`src/rtl/hazard_fwd_ctrl.sv`:
```
// ============================================================================
//  Module   : hazard_fwd_ctrl
//  Brief    : Load-use stall detection and EX operand forwarding selects for
//             a 5-stage in-order pipeline, tracking EX and MEM stage records.
//  Revision : 1.0  initial release
// ============================================================================
`default_nettype none

module hazard_fwd_ctrl #(
    parameter int REG_AW = 5,
    parameter int CNT_W  = 16
) (
    input  logic              clk,
    input  logic              reset,
    input  logic              id_valid,
    input  logic [REG_AW-1:0] id_rs,
    input  logic [REG_AW-1:0] id_rt,
    input  logic              id_uses_rs,
    input  logic              id_uses_rt,
    input  logic [REG_AW-1:0] id_rd,
    input  logic              id_reg_write,
    input  logic              id_mem_read,
    input  logic              flush,
    output logic              stall,
    output logic [1:0]        fwd_sel_a,
    output logic [1:0]        fwd_sel_b,
    output logic              ex_valid,
    output logic [CNT_W-1:0]  stall_count
);

    localparam logic [1:0] C_SEL_EXEC = 2'b00;
    localparam logic [1:0] C_SEL_MEM  = 2'b01;
    localparam logic [1:0] C_SEL_RF   = 2'b10;

    // EX stage record
    logic              ex_valid_q;
    logic [REG_AW-1:0] ex_rd_q;
    logic              ex_reg_write_q;
    logic              ex_mem_read_q;

    // MEM stage record
    logic              mem_valid_q;
    logic [REG_AW-1:0] mem_rd_q;
    logic              mem_reg_write_q;
    logic              mem_mem_read_q;

    logic [1:0]        fwd_sel_a_q, fwd_sel_a_d;
    logic [1:0]        fwd_sel_b_q, fwd_sel_b_d;
    logic [CNT_W-1:0]  stall_count_q, stall_count_d;

    logic w_ex_prod_rs, w_ex_prod_rt;
    logic w_mem_prod_rs, w_mem_prod_rt;
    logic w_load_use;
    logic w_id_live;
    logic w_ex_load;

    // Register r0 is hardwired to zero, so it never carries a hazard.
    function automatic logic produces(input logic              v,
                                      input logic              rw,
                                      input logic [REG_AW-1:0] rd,
                                      input logic [REG_AW-1:0] r);
        return v && rw && (rd == r) && (r != '0);
    endfunction

    always_comb begin
        w_ex_prod_rs  = produces(ex_valid_q,  ex_reg_write_q,  ex_rd_q,  id_rs);
        w_ex_prod_rt  = produces(ex_valid_q,  ex_reg_write_q,  ex_rd_q,  id_rt);
        w_mem_prod_rs = produces(mem_valid_q, mem_reg_write_q, mem_rd_q, id_rs);
        w_mem_prod_rt = produces(mem_valid_q, mem_reg_write_q, mem_rd_q, id_rt);

        w_id_live  = id_valid && !flush;
        w_load_use = ex_mem_read_q &&
                     ((id_uses_rs && w_ex_prod_rs) || (id_uses_rt && w_ex_prod_rt));
        stall      = !reset && w_id_live && w_load_use;
        w_ex_load  = w_id_live && !stall;
    end

    // Selects are resolved against the records as they stand now, i.e. the
    // producers one and two instructions ahead of the one entering EX.
    always_comb begin
        fwd_sel_a_d = C_SEL_RF;
        fwd_sel_b_d = C_SEL_RF;
        if (w_ex_load && id_uses_rs) begin
            if (w_ex_prod_rs)       fwd_sel_a_d = C_SEL_EXEC;
            else if (w_mem_prod_rs) fwd_sel_a_d = C_SEL_MEM;
        end
        if (w_ex_load && id_uses_rt) begin
            if (w_ex_prod_rt)       fwd_sel_b_d = C_SEL_EXEC;
            else if (w_mem_prod_rt) fwd_sel_b_d = C_SEL_MEM;
        end
    end

    always_comb begin
        stall_count_d = stall_count_q;
        if (stall && (stall_count_q != '1)) begin
            stall_count_d = stall_count_q + 1'b1;
        end
    end

    always_ff @(posedge clk) begin
        if (reset) begin
            ex_valid_q      <= 1'b0;
            ex_rd_q         <= '0;
            ex_reg_write_q  <= 1'b0;
            ex_mem_read_q   <= 1'b0;
            mem_valid_q     <= 1'b0;
            mem_rd_q        <= '0;
            mem_reg_write_q <= 1'b0;
            mem_mem_read_q  <= 1'b0;
            fwd_sel_a_q     <= C_SEL_RF;
            fwd_sel_b_q     <= C_SEL_RF;
            stall_count_q   <= '0;
        end else begin
            mem_valid_q     <= ex_valid_q;
            mem_rd_q        <= ex_rd_q;
            mem_reg_write_q <= ex_reg_write_q;
            mem_mem_read_q  <= ex_mem_read_q;
            ex_valid_q      <= w_ex_load;
            ex_rd_q         <= id_rd;
            ex_reg_write_q  <= id_reg_write;
            ex_mem_read_q   <= id_mem_read;
            fwd_sel_a_q     <= fwd_sel_a_d;
            fwd_sel_b_q     <= fwd_sel_b_d;
            stall_count_q   <= stall_count_d;
        end
    end

    // The MEM load flag is carried for record completeness only.
    logic w_unused;
    assign w_unused = mem_mem_read_q;

    assign fwd_sel_a   = fwd_sel_a_q;
    assign fwd_sel_b   = fwd_sel_b_q;
    assign ex_valid    = ex_valid_q;
    assign stall_count = stall_count_q;

endmodule

`default_nettype wire

```
`config.mk`:
```
export PLATFORM = sky130hd
export DESIGN_NAME = hazard_fwd_ctrl
export DESIGN_NICKNAME = d
export VERILOG_FILES = /design/src/rtl/hazard_fwd_ctrl.sv
export SDC_FILE = /design/constraint.sdc
export NUM_CORES = 1
export LEC_CHECK = 0
export CORE_UTILIZATION = 43
export DETAILED_ROUTE_END_ITERATION = 8
export GPL_TIMING_DRIVEN = 0
export HOLD_SLACK_MARGIN = 0.1
export PLACE_DENSITY = 0.75
export SLEW_MARGIN = 20
export SYNTH_ARGS = -nofsm -noshare
export SYNTH_HDL_FRONTEND = slang
export SYNTH_SLANG_ARGS = --single-unit
```
`constraint.sdc`:
```
create_clock -name clk -period 2 [get_ports clk]
set_input_delay 0.6 -clock clk [delete_from_list [all_inputs] [get_ports clk]]
set_output_delay 0.6 -clock clk [all_outputs]
set_load 0.02 [all_outputs]
```
==> reports/metrics.cfg, run 1 <==
[finish]
inverters=3
clockNetworkAreaShare_pct=2.95
n_clock_buffer=7
antenna_cells=0
comb_cells=147
fill_cells=262
flops=35
seq_area_share_pct=25.6
instances_no_fill=311
nonClkBufAreaFrac_pct=23.7
largest_class=combinational gates
largest_register_ffs=16
seq_area_um2=706
final_common_cell=dfxtp_1
drive_above_1_share_pct=32.7
final_nets=286
comb-cell-share_pct=45.2
comb_area_mm2=0.00125

[synthesis]
ys.flop_type=dfxtp_1
syn-instance-count=189
synth-seq-cells=35
fa_ha_area_share_pct=0.720
ys_cells=189
ys_sh_xor_pct=13.1
synth_top_area_share_pct=40.3
synth.area.mux_share_pct=1.87
ys_sh_aoi_pct=11.0
async_flop_share_pct=0
synthTopCellsByCount=35 x dfxtp_1, 19 x xnor2_1, 17 x nor2_1, 17 x nor2b_1, 12 x nand3_1
yosys-stat-area_mm2=0.00174
yosysTopAreaCell=dfxtp_1
synth_area_per_cell_um2=9.20
topCellsByArea=dfxtp_1 40%, xnor2_1 9.6%, nor2b_1 6.1%
edf_count=0
synth-simple-area-share_pct=31.4
synthesis.area_mm2=0.00174
ys_seq_share_pct=40.3
ys_types=41
synth.yosys.warnings=0
yosysMostFrequentCell=dfxtp_1

[placed_design]
place_area_mm2=0.00233
place.gp.congestion=0.872
dp_slack_ns=-1.35
io_buffers=44
dp.cells=281
post-dp-hpwl_um=2880

[power]
p_switching_w=0.000333
powerComb_w=0.000181
leakage_nw=0.984
p_clk_share_pct=34.8
pg_clk_w=0.000484
fin_total_pwr_w=0.00139
seq_power_w=0.000724
power_top_consumer=sequential cells
intPower_w=0.00106
combPwrFrac_pct=13.1
p_seq_share_pct=52.1
ir_drop_uv=418
p_per_area_mw_per_mm2=503

[critical_path]
required_ns=1.40
end_kind=output pin
cp-endpoint=stall
r2r-start=ex_rd_q[4]$_SDFF_PP0_
r2r_cells=8
crit_chain=buf_8, or4_4, nor2_4, nor2_4, nand3_2, a21oi_4, buf_6
regToRegEndpoint=stall_count[15]$_SDFFE_PP0P_
cp.depth=7
crit_type=in2out
worstPathMaxFanout=3
cpMostUsedCell=nor2_4
critPathBufInv=2
cpLargestDelayFamily=simple AND/OR/NAND/NOR gates
rrSetupSlack_ns=-0.17
critPathArrivalTime_ns=1.72
startpoint=id_rt[1]
crit_slowest_cell=or4_4
critical-path-max-stage-delay_ns=0.54
crit_path_start_kind=primary input

[detailed_routing]
route.met2.wl_um=2200
met1_length_um=2040
antenna_left=0
drc_errors=0
drt_iter0_drc=82
route.met3.wl_um=209
via_per_inst=5.26

[floorplan]
core-area_mm2=0.00377
die-area_mm2=0.00430
io-pin-count=45
core_util_floorplan_pct=46.1
rows=22
die_h_um=65.6
taps=48

[global_route]
grt_pass1_wl_um=7190
use_met3_pct=4.69
grt_start_max_net_pins=11
antenna_found_initial=0
grt_pass1_vias=1569
use_met2_pct=36.9
grt_overflow=0
gr-usage-met1_pct=26.7

[cts]
post-cts-setup-buffers=15
cts_resized=89
clk_path_buf_depth=2
htree_num_levels=2
path_clk_slew_ns=0.07
cts_tree=done
cts.sinks=35
postCtsHoldBufs=0
cts_buffers=5
clockRootBuffer=clkbuf_8
clk_latency_ns=0.28

[final_timing]
fin_worst_skew_ns=0.00289
finalSetupViolations=20
finalHoldViolCount=0
rsz0062_at_grt=yes
drv_slew=0
timing.final.ws_setup_ns=-0.322
period_needed_ns=2.32
maxSlewHeadroom_pct=62.5
worst_pin_slew_ns=0.562
finalSetupTns_ns=-2.69
whs_ns=0.484
fin_crit_sh_pct=116

[run_status]
status=finished, violations left
violations=negative setup slack

[hold_path]
hold_end=mem_reg_write_q$_SDFF_PP0_
hp-class=reg2reg
hold_path_depth=1
hp-start=ex_reg_write_q$_SDFF_PP0_

[run]
drv_cap=0
openroad.warnings=29

==> run_1/wires.png <==
Only two layers are drawn.
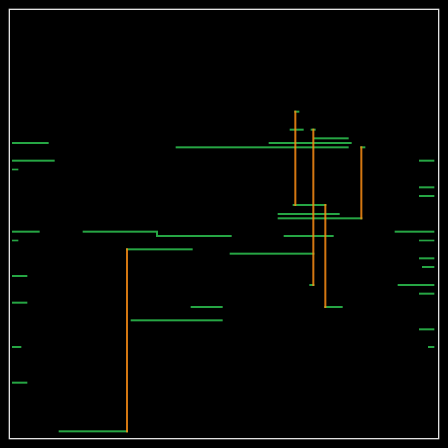
| colour | layer | wire length |
|---|---|---|
| green | metal 3 | 210 um |
| orange | metal 4 | 92.5 um |
Post-Route WL: 4530 um
DR WL/cell: 14.6 um
DR vias: 1,637
GRT Total Usage: 22.0%

==> run_1/sizes.png <==
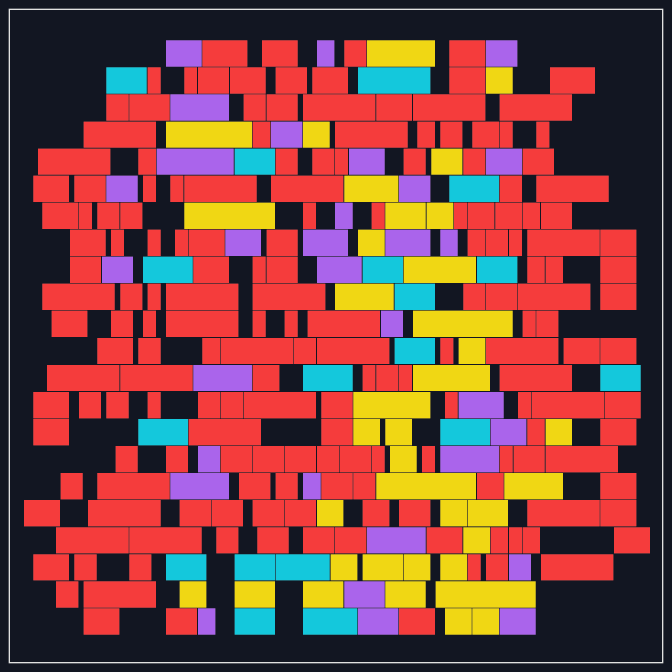
| colour | size | cells | share |
|---|---|---|---|
| yellow | _3 and _4 cells | 37 | 14% |
| red | _0 and _1 cells | 177 | 67% |
| purple | _2 cells | 31 | 12% |
| cyan | _6 and larger | 18 | 6.8% |
area grow syn2layout: 58.9%
Signal buffers: 70
setup ws final: -0.322 ns
Final Instance Area: 0.00276 mm2

==> run_1/congestion.png <==
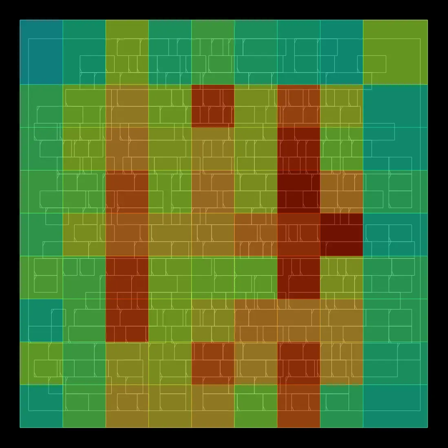
GRT busiest layer: met2
Final Util: 73.2%

--- run 2 (diff from run 1) ---
--- a/config.mk
+++ b/config.mk
@@ -10,6 +10,7 @@
 export GPL_TIMING_DRIVEN = 0
 export HOLD_SLACK_MARGIN = 0.1
 export PLACE_DENSITY = 0.75
+export SKIP_LAST_GASP = 1
 export SLEW_MARGIN = 20
 export SYNTH_ARGS = -nofsm -noshare
 export SYNTH_HDL_FRONTEND = slang
==> run_2/wires.png <==
Only two layers are drawn.
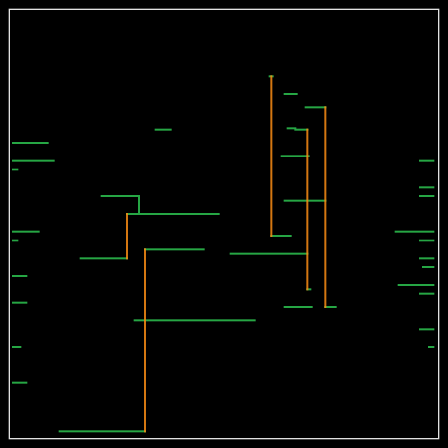
Post-Route WL: 4330 um
DR WL/cell: 14.0 um
DR vias: 1,626

==> run 2 against run 1 <==
  * The flow still finishes with violations (negative setup slack)
  * Die size is the same
  * Clock skew grew 0.0018 ns
  * Non-clock buffer count shrank 1
  * Hold slack lost 0.0026 ns
  * Combinational power down 4%
==> reports/metrics.cfg, run 2 <==
[floorplan]
die-area_mm2=0.00430  ; unchanged
rows=22  ; unchanged
core_util_floorplan_pct=46.1  ; unchanged
io-pin-count=45  ; unchanged
die_h_um=65.6  ; unchanged

[power]
powerComb_w=0.000173  ; -4%
ir_drop_uv=406  ; -2.8%
fin_total_pwr_w=0.00138  ; -0.52%
p_switching_w=0.000330  ; -1.1%
p_seq_share_pct=52.4  ; +0.3 points
p_per_area_mw_per_mm2=507  ; +0.85%
power_top_consumer=sequential cells
leakage_nw=0.970  ; -1.4%
combPwrFrac_pct=12.6  ; -0.5 points
seq_power_w=0.000724  ; about the same
p_clk_share_pct=35.0  ; +0.2 points

[final_timing]
finalSetupViolations=20  ; unchanged
maxSlewHeadroom_pct=63.7  ; +1.2 points
fin_worst_skew_ns=0.00471  ; +0.00182 ns
whs_ns=0.481  ; -0.00260 ns
period_needed_ns=2.32  ; -0.00358 ns
worst_pin_slew_ns=0.545  ; -0.0179 ns
fin_crit_sh_pct=116  ; -0.18 points
timing.final.ws_setup_ns=-0.318  ; +0.00358 ns
finalSetupTns_ns=-2.46  ; +0.232 ns
rsz0062_at_grt=yes

[synthesis]
ys_sh_aoi_pct=11.0  ; unchanged
ys_sh_xor_pct=13.1  ; unchanged
topCellsByArea=dfxtp_1 40%, xnor2_1 9.6%, nor2b_1 6.1%
ys_types=41  ; unchanged
ys.flop_type=dfxtp_1
async_flop_share_pct=0  ; unchanged
synthTopCellsByCount=35 x dfxtp_1, 19 x xnor2_1, 17 x nor2_1, 17 x nor2b_1, 12 x nand3_1
synth-simple-area-share_pct=31.4  ; unchanged
synthesis.area_mm2=0.00174  ; unchanged
synth.yosys.warnings=0  ; unchanged
synth-seq-cells=35  ; unchanged
synth.area.mux_share_pct=1.87  ; unchanged
synth_area_per_cell_um2=9.20  ; unchanged
synth_top_area_share_pct=40.3  ; unchanged
ys_seq_share_pct=40.3  ; unchanged
fa_ha_area_share_pct=0.720  ; unchanged

[finish]
stdcell_area_mm2=0.00272  ; -1.4%
flops=35  ; unchanged
n_clock_buffer=7  ; unchanged
antenna_cells=0  ; unchanged
inverters=3  ; unchanged
seq_area_um2=703  ; -0.35%
largest_register_ffs=16  ; unchanged
comb_cells=147  ; unchanged
instances_no_fill=310  ; -0.32%
final_util_pct=72.2  ; -1.0 points
comb_area_mm2=0.00123  ; -1.3%
largest_class=combinational gates
area_growth_pct=56.7
nNonClkBuffers=69  ; -1.4%
clockNetworkAreaShare_pct=2.99  ; +0.041 points
seq_area_share_pct=25.8  ; +0.26 points
nonClkBufAreaFrac_pct=23.4  ; -0.36 points
fill_cells=275  ; +5.0%

[detailed_routing]
via_per_inst=5.25  ; -0.35%
route.met3.wl_um=163  ; -22%
route.met2.wl_um=2050  ; -6.5%
antenna_left=0  ; unchanged
drt_iter0_drc=94  ; +15%
drc_errors=0  ; unchanged

[cts]
postCtsHoldBufs=0  ; unchanged
clk_path_buf_depth=2  ; unchanged
path_clk_slew_ns=0.07  ; about the same
cts_tree=done
post-cts-setup-buffers=15  ; unchanged
clockRootBuffer=clkbuf_8
cts_resized=79  ; -11%
clk_latency_ns=0.29  ; about the same

[critical_path]
cp.depth=7  ; unchanged
crit_chain=buf_8, or4_4, nor2_4, nor2_4, nand3_2, a21oi_4, buf_6
regToRegEndpoint=stall_count[14]$_SDFFE_PP0P_
critical-path-max-stage-delay_ns=0.54  ; about the same
cp-endpoint=stall
startpoint=id_rt[1]
cpLargestDelayFamily=simple AND/OR/NAND/NOR gates
crit_type=in2out
worstPathMaxFanout=3  ; unchanged
rrSetupSlack_ns=-0.14  ; +0.03 ns
cpMostUsedCell=nor2_4
critPathArrivalTime_ns=1.72  ; about the same
crit_slowest_cell=or4_4

[global_route]
gr-usage-met1_pct=26.3  ; -0.37 points
grt_pass1_vias=1507  ; -4.0%
grt_start_max_net_pins=11  ; unchanged
antenna_found_initial=0  ; unchanged
busiest_layer=met2
grt_pass1_wl_um=6930  ; -3.5%
use_met2_pct=34.7  ; -2.2 points

[run_status]
status=finished, violations left
violations=negative setup slack

[placed_design]
place_area_mm2=0.00233  ; unchanged
post-dp-hpwl_um=2880  ; unchanged
place.gp.congestion=0.872  ; unchanged
dp_slack_ns=-1.35  ; unchanged

[hold_path]
hold_path_depth=1  ; unchanged
hp-start=ex_reg_write_q$_SDFF_PP0_

[run]
openroad.warnings=29  ; unchanged

--- run 3 (diff from run 2) ---
--- a/config.mk
+++ b/config.mk
@@ -10,6 +10,7 @@
 export GPL_TIMING_DRIVEN = 0
 export HOLD_SLACK_MARGIN = 0.1
 export PLACE_DENSITY = 0.75
+export SKIP_CTS_REPAIR_TIMING = 1
 export SKIP_LAST_GASP = 1
 export SLEW_MARGIN = 20
 export SYNTH_ARGS = -nofsm -noshare
==> run 3 against run 2 <==
  * Fmax fell by 0.95%
  * The flow still finishes with violations (negative setup slack)
  * Die size did not move
  * Largest power group unchanged
  * Clock-buffer cell count did not move
  * Critical path type unchanged
  * Worst setup slack got worse by 0.022 ns
  * Combinational power rose by 3%
==> reports/metrics.cfg, run 3 <==
[synthesis]
synth-simple-area-share_pct=31.4  ; unchanged
synthTopCellsByCount=35 x dfxtp_1, 19 x xnor2_1, 17 x nor2_1, 17 x nor2b_1, 12 x nand3_1
synth_top_area_share_pct=40.3  ; unchanged
topCellsByArea=dfxtp_1 40%, xnor2_1 9.6%, nor2b_1 6.1%
ys_sh_aoi_pct=11.0  ; unchanged
ys_sh_xor_pct=13.1  ; unchanged
ys_types=41  ; unchanged
ys.flop_type=dfxtp_1
synth.yosys.warnings=0  ; unchanged
fa_ha_area_share_pct=0.720  ; unchanged
async_flop_share_pct=0  ; unchanged
synth_area_per_cell_um2=9.20  ; unchanged

[finish]
comb_cells=147  ; unchanged
final_util_pct=70.4  ; -1.9 points
antenna_cells=0  ; unchanged
stdcell_area_mm2=0.00265  ; -2.6%
fill_cells=298  ; +8.4%
clockNetworkAreaShare_pct=3.06  ; +0.079 points
n_clock_buffer=7  ; unchanged
largest_class=combinational gates
nonClkBufAreaFrac_pct=21.5  ; -1.9 points
nNonClkBuffers=59  ; -14%
largest_register_ffs=16  ; unchanged
area_growth_pct=52.7
instances_no_fill=300  ; -3.2%
flops=35  ; unchanged
inverters=3  ; unchanged

[placed_design]
post-dp-hpwl_um=2880  ; unchanged
dp_slack_ns=-1.35  ; unchanged
place.gp.congestion=0.872  ; unchanged

[critical_path]
cpMostUsedCell=buf_6
rrSetupSlack_ns=-0.13  ; about the same
cp.depth=7  ; unchanged
crit_type=in2out
crit_chain=buf_6, or4_4, nor2_4, nor4_4, nand3_2, a21oi_4, buf_6
startpoint=id_rs[3]
cp-endpoint=stall
critPathArrivalTime_ns=1.74  ; +0.02 ns
critical-path-max-stage-delay_ns=0.53  ; about the same
regToRegEndpoint=stall_count[5]$_SDFFE_PP0P_
worstPathMaxFanout=3  ; unchanged

[global_route]
use_met2_pct=30.3  ; -4.4 points
grt_pass1_wl_um=6330  ; -8.8%
grt_pass1_vias=1354  ; -10%
antenna_found_initial=0  ; unchanged
grt_start_max_net_pins=11  ; unchanged
gr-usage-met1_pct=25.8  ; -0.54 points

[final_timing]
period_needed_ns=2.34  ; +0.0222 ns
timing.final.ws_setup_ns=-0.341  ; -0.0222 ns
fin_worst_skew_ns=0.00462  ; -0.0000837 ns
finalSetupTns_ns=-2.36  ; +0.106 ns
rsz0062_at_grt=yes
fin_crit_sh_pct=117  ; +1.1 points
finalSetupViolations=21  ; +5.0%
maxSlewHeadroom_pct=65.3  ; +1.6 points

[power]
ir_drop_uv=430  ; +5.8%
p_per_area_mw_per_mm2=525  ; +3.5%
fin_total_pwr_w=0.00139  ; +0.83%
combPwrFrac_pct=12.8  ; +0.2 points
powerComb_w=0.000178  ; +3%
power_top_consumer=sequential cells
p_clk_share_pct=35.1  ; about the same
leakage_nw=0.943  ; -2.8%

[floorplan]
rows=22  ; unchanged
die_h_um=65.6  ; unchanged
io-pin-count=45  ; unchanged
die-area_mm2=0.00430  ; unchanged

[cts]
clk_path_buf_depth=2  ; unchanged
clockRootBuffer=clkbuf_8
path_clk_slew_ns=0.07  ; about the same
clk_latency_ns=0.29  ; about the same

[detailed_routing]
wirelength_um=4300  ; -0.53%
route.met3.wl_um=168  ; +3.1%
antenna_left=0  ; unchanged
num_vias=1587  ; -2.4%
route.met2.wl_um=2080  ; +1.1%

[run]
openroad.warnings=28  ; -3.4%

[hold_path]
hp-start=ex_reg_write_q$_SDFF_PP0_

[run_status]
violations=negative setup slack
status=finished, violations left

==> run_3/flops_by_reg.png <==
Scale bar: 20 um. Other sequential cells in the stronger grey, the rest of the logic in the fainter grey.
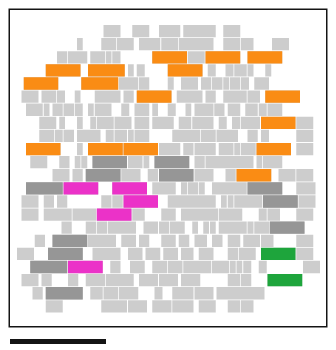
| colour | netlist name | placed flops |
|---|---|---|
| magenta | `mem_rd_q` | 5 |
| orange | `stall_count` | 16 |
| green | `fwd_sel_b` | 2 |
Seq. pwr: 0.000726 W
flop share of the area: 26.6%
register area: 707 um2

Power and IR drop assume default switching activity.
